==> config.mk <==
export PLATFORM = sky130hd
export DESIGN_NAME = uart_tx_fifo
export DESIGN_NICKNAME = d
export VERILOG_FILES = /design/src/rtl/uart_tx_fifo.sv
export SDC_FILE = /design/constraint.sdc
export NUM_CORES = 1
export LEC_CHECK = 0
export ABC_AREA = 1
export CAP_MARGIN = 5
export CELL_PAD_IN_SITES_DETAIL_PLACEMENT = 2
export CELL_PAD_IN_SITES_GLOBAL_PLACEMENT = 2
export CORE_UTILIZATION = 38
export CTS_CLUSTER_DIAMETER = 200
export CTS_CLUSTER_SIZE = 20
export DETAILED_ROUTE_END_ITERATION = 16
export PLACE_DENSITY = 0.91
export SLEW_MARGIN = 30
export SYNTH_ARGS = -nofsm -noshare
export SYNTH_HDL_FRONTEND = slang
export SYNTH_SLANG_ARGS = --single-unit
==> constraint.sdc <==
create_clock -name clk -period 5.17 [get_ports clk]
set_input_delay 0.517 -clock clk [delete_from_list [all_inputs] [get_ports clk]]
set_output_delay 0.517 -clock clk [all_outputs]
set_load 0.03 [all_outputs]
==> src/rtl/uart_tx_fifo.sv <==
// rtl/uart_tx_fifo.sv - 8-entry byte FIFO feeding an 8N1 UART transmitter
// Bytes are popped only from IDLE, so at least one idle cycle separates frames.
module uart_tx_fifo #(
  parameter int CLK_DIV = 868
) (
  input  logic        clk,
  input  logic        rst,
  input  logic        uart_we,
  input  logic [7:0]  wdata,
  input  logic        clr_ovf,
  output logic        txd,
  output logic        busy,
  output logic        full,
  output logic        empty,
  output logic [3:0]  count,
  output logic [31:0] status
);

  typedef enum logic [1:0] {S_IDLE, S_START, S_DATA, S_STOP} state_t;

  localparam logic [15:0] BAUD_LAST = 16'(CLK_DIV - 1);

  logic [7:0]  mem_q [8];
  logic [2:0]  wptr_q, wptr_d, rptr_q, rptr_d;
  logic [3:0]  count_q, count_d;
  logic        ovf_q, ovf_d;
  state_t      state_q, state_d;
  logic [15:0] baud_q, baud_d;
  logic [2:0]  bit_q, bit_d;
  logic [7:0]  shift_q, shift_d;
  logic        txd_q, txd_d;
  logic        we_acc, pop, baud_end;

  assign full   = (count_q == 4'd8);
  assign empty  = (count_q == 4'd0);
  assign count  = count_q;
  assign busy   = (state_q != S_IDLE);
  assign txd    = txd_q;
  assign status = {24'h0, ovf_q, busy, full, empty, count_q};

  always_comb begin
    we_acc   = uart_we & ~full;
    pop      = (state_q == S_IDLE) && (count_q != 4'd0);
    baud_end = (baud_q == BAUD_LAST);

    wptr_d = we_acc ? wptr_q + 3'd1 : wptr_q;
    rptr_d = pop ? rptr_q + 3'd1 : rptr_q;
    case ({we_acc, pop})
      2'b10:   count_d = count_q + 4'd1;
      2'b01:   count_d = count_q - 4'd1;
      default: count_d = count_q;
    endcase

    // A dropped write outranks a same-cycle clear so no overflow is lost.
    ovf_d = ovf_q;
    if (clr_ovf) ovf_d = 1'b0;
    if (uart_we && full) ovf_d = 1'b1;

    state_d = state_q;
    baud_d  = baud_q;
    bit_d   = bit_q;
    shift_d = shift_q;
    case (state_q)
      S_IDLE: begin
        if (pop) begin
          shift_d = mem_q[rptr_q];
          baud_d  = 16'd0;
          state_d = S_START;
        end
      end
      S_START: begin
        if (baud_end) begin
          baud_d  = 16'd0;
          bit_d   = 3'd0;
          state_d = S_DATA;
        end else begin
          baud_d = baud_q + 16'd1;
        end
      end
      S_DATA: begin
        if (baud_end) begin
          baud_d  = 16'd0;
          shift_d = {1'b0, shift_q[7:1]};
          if (bit_q == 3'd7) state_d = S_STOP;
          else bit_d = bit_q + 3'd1;
        end else begin
          baud_d = baud_q + 16'd1;
        end
      end
      default: begin
        if (baud_end) begin
          baud_d  = 16'd0;
          state_d = S_IDLE;
        end else begin
          baud_d = baud_q + 16'd1;
        end
      end
    endcase

    // Line level is precomputed from the next state so txd comes straight off a flop.
    case (state_d)
      S_START: txd_d = 1'b0;
      S_DATA:  txd_d = shift_d[0];
      default: txd_d = 1'b1;
    endcase
  end

  always_ff @(posedge clk) begin
    if (we_acc) mem_q[wptr_q] <= wdata;
  end

  always_ff @(posedge clk) begin
    if (rst) begin
      wptr_q  <= 3'd0;
      rptr_q  <= 3'd0;
      count_q <= 4'd0;
      ovf_q   <= 1'b0;
      state_q <= S_IDLE;
      baud_q  <= 16'd0;
      bit_q   <= 3'd0;
      shift_q <= 8'd0;
      txd_q   <= 1'b1;
    end else begin
      wptr_q  <= wptr_d;
      rptr_q  <= rptr_d;
      count_q <= count_d;
      ovf_q   <= ovf_d;
      state_q <= state_d;
      baud_q  <= baud_d;
      bit_q   <= bit_d;
      shift_q <= shift_d;
      txd_q   <= txd_d;
    end
  end

endmodule

==> images/clock_nets.png <==
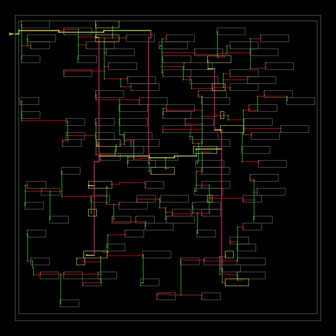
clkbuf count: 12
Num CTS Buffers: 9
worst skew pair latency: 0.36 ns

==> images/m2.png <==
Drawn at 2 px/micron.
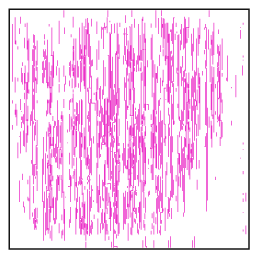
main direction	vertical
wire length on this layer	8,050 microns
vias: 3,914
GR Util met2: 41.6%
Routed WL: 15.4 mm

==> images/floorplan.png <==
Drawn at 3 px/micron. Pins as bars on the die edge. Tap cells in gray.
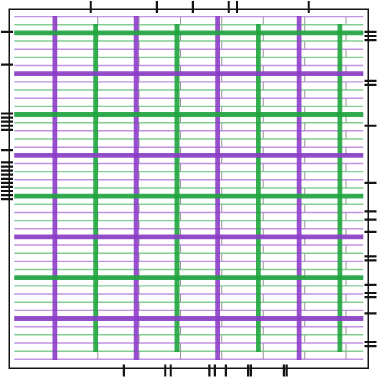
net	color
VSS	purple
VDD	green
met4 straps	8
rows	42
met5 straps	8
signal pins	52
met1 rails	43
Chip Width: 119 microns
VDD IR-drop max: 263 uV

==> results_dict.tcl <==
# flow metrics
set metrics [dict create \
    dp.cells 746 \
    p_sw_mw 1.12 \
    placed_cell_area_sq_mm 0.00548 \
    rsz0062_at_grt "no" \
    antenna_found_initial 0 \
    wl_met2_mm 8.05 \
    cp.depth 13 \
    cp_max_fo 13 \
    final_cells 762 \
    fmax_mhz 377 \
    comb.multi_input.count 380 \
    pin_count 52 \
    cp_cell_sequence "nor2_1 > nand2_1 > nand2_1 > inv_1 > ha_1 > ha_1 > nand2_1 > nand2_1 > a21oi_1 > nor2_1 > nor2_1 > o21ai_0 > a21oi_1" \
    top_cells_by_area "edfxtp_1 37%, dfxtp_1 17%, nand2_1 7.2%, nor2_1 6.0%, buf_4 4.9%" \
    use_met3_pct 3.02 \
    largest_class "flip-flops and latches" \
    slew_headroom_pct 33.6 \
    buf_share_pct 4.94 \
    synthTopCellsByCount "100 x nand2_1, 84 x nor2_1, 64 x edfxtp_1" \
    htreeDepth 3 \
    crit_type "register to register" \
    logic_family "simple AND/OR/NAND/NOR gates" \
    edf_count 64 \
    hold_depth 2 \
    xor_area_share_pct 0.672 \
    slew_violations 0 \
    wl_per_cell_microns 20.2 \
    seqCellArea_sq_mm 0.00280 \
    track_usage_pct 23.0 \
    swShare_pct 39.9 \
    r2r_slack_ns 2.52 \
    powerComb_mw 0.990 \
    crit_path_start "count[1]" \
    final_layout_size_suffix_gt1_share_pct 11.3 \
    drc 0 \
    maxCapViolations 0 \
    arrival_ns 2.94 \
    grt_first_pass_wirelength_mm 24.3 \
    area_delta_synth_final_pct 10.8 \
    post-route-period-util_pct 51.3 \
    min_to "ovf_q" \
    cp_slowest_cell "dfxtp_1" \
    area_share_clock_buf_inv_pct 5.17 \
    p_int_mw 1.68 \
    place_congestion 0.769 \
    syn_avg_cell_area_sq_um 9.20 \
    final_core_util_pct 43.5 \
    compound_area_share_pct 11.1 \
    r2r_start "count[1]" \
    startpoint_type "register" \
    antenna_cells 0 \
    clockPowerShare_pct 25.0 \
    worstMarginPinSlew_ns 0.992 \
    regMostFlops "mem_q" \
    cts_setup_buffers 0 \
    ff_type "edfxtp_1" \
    antenna_left 0 \
    reg2reg_to "count[3]" \
    synth_warnings 0 \
    clkTransAtPathRegs_ns 0.07 \
    fill_cells 1479 \
    sh_comb_area_pct 34.1 \
    portBuffers 27 \
    grt_pass1_vias 4352 \
    hold_path_class "register to register" \
    use_met1_pct 26.8 \
    whs_ns 0.488 \
    end_kind "register" \
    mappedNetlistArea_sq_mm 0.00522 \
    yosys_area_sq_mm 0.00522 \
    p_leak_nw 2.19 \
    warnings 26 \
    clockBufferDepth 2 \
    status "finished, final reports clean" \
    dr.pass1.iters 4 \
    power_density_mw_per_mm2 485 \
    top_area_share_pct 36.8 \
    vias_per_cell 5.14 \
    hold_viol_final 0 \
    comb_area_sq_mm 0.00197 \
    endpoint "count[3]" \
    tap_cells 176 \
    cp.required_ns 5.46 \
    top_layer "met4" \
    stdcell_area_sq_mm 0.00578 \
    lay_top_cells "100 x nand2_1, 84 x nor2_1, 64 x edfxtp_1" \
    min_from "ovf_q" \
    yosys-stat-cells 567 \
    setup_viol 0 \
]
No activity file was given, so power comes from the tool's default toggle rates.
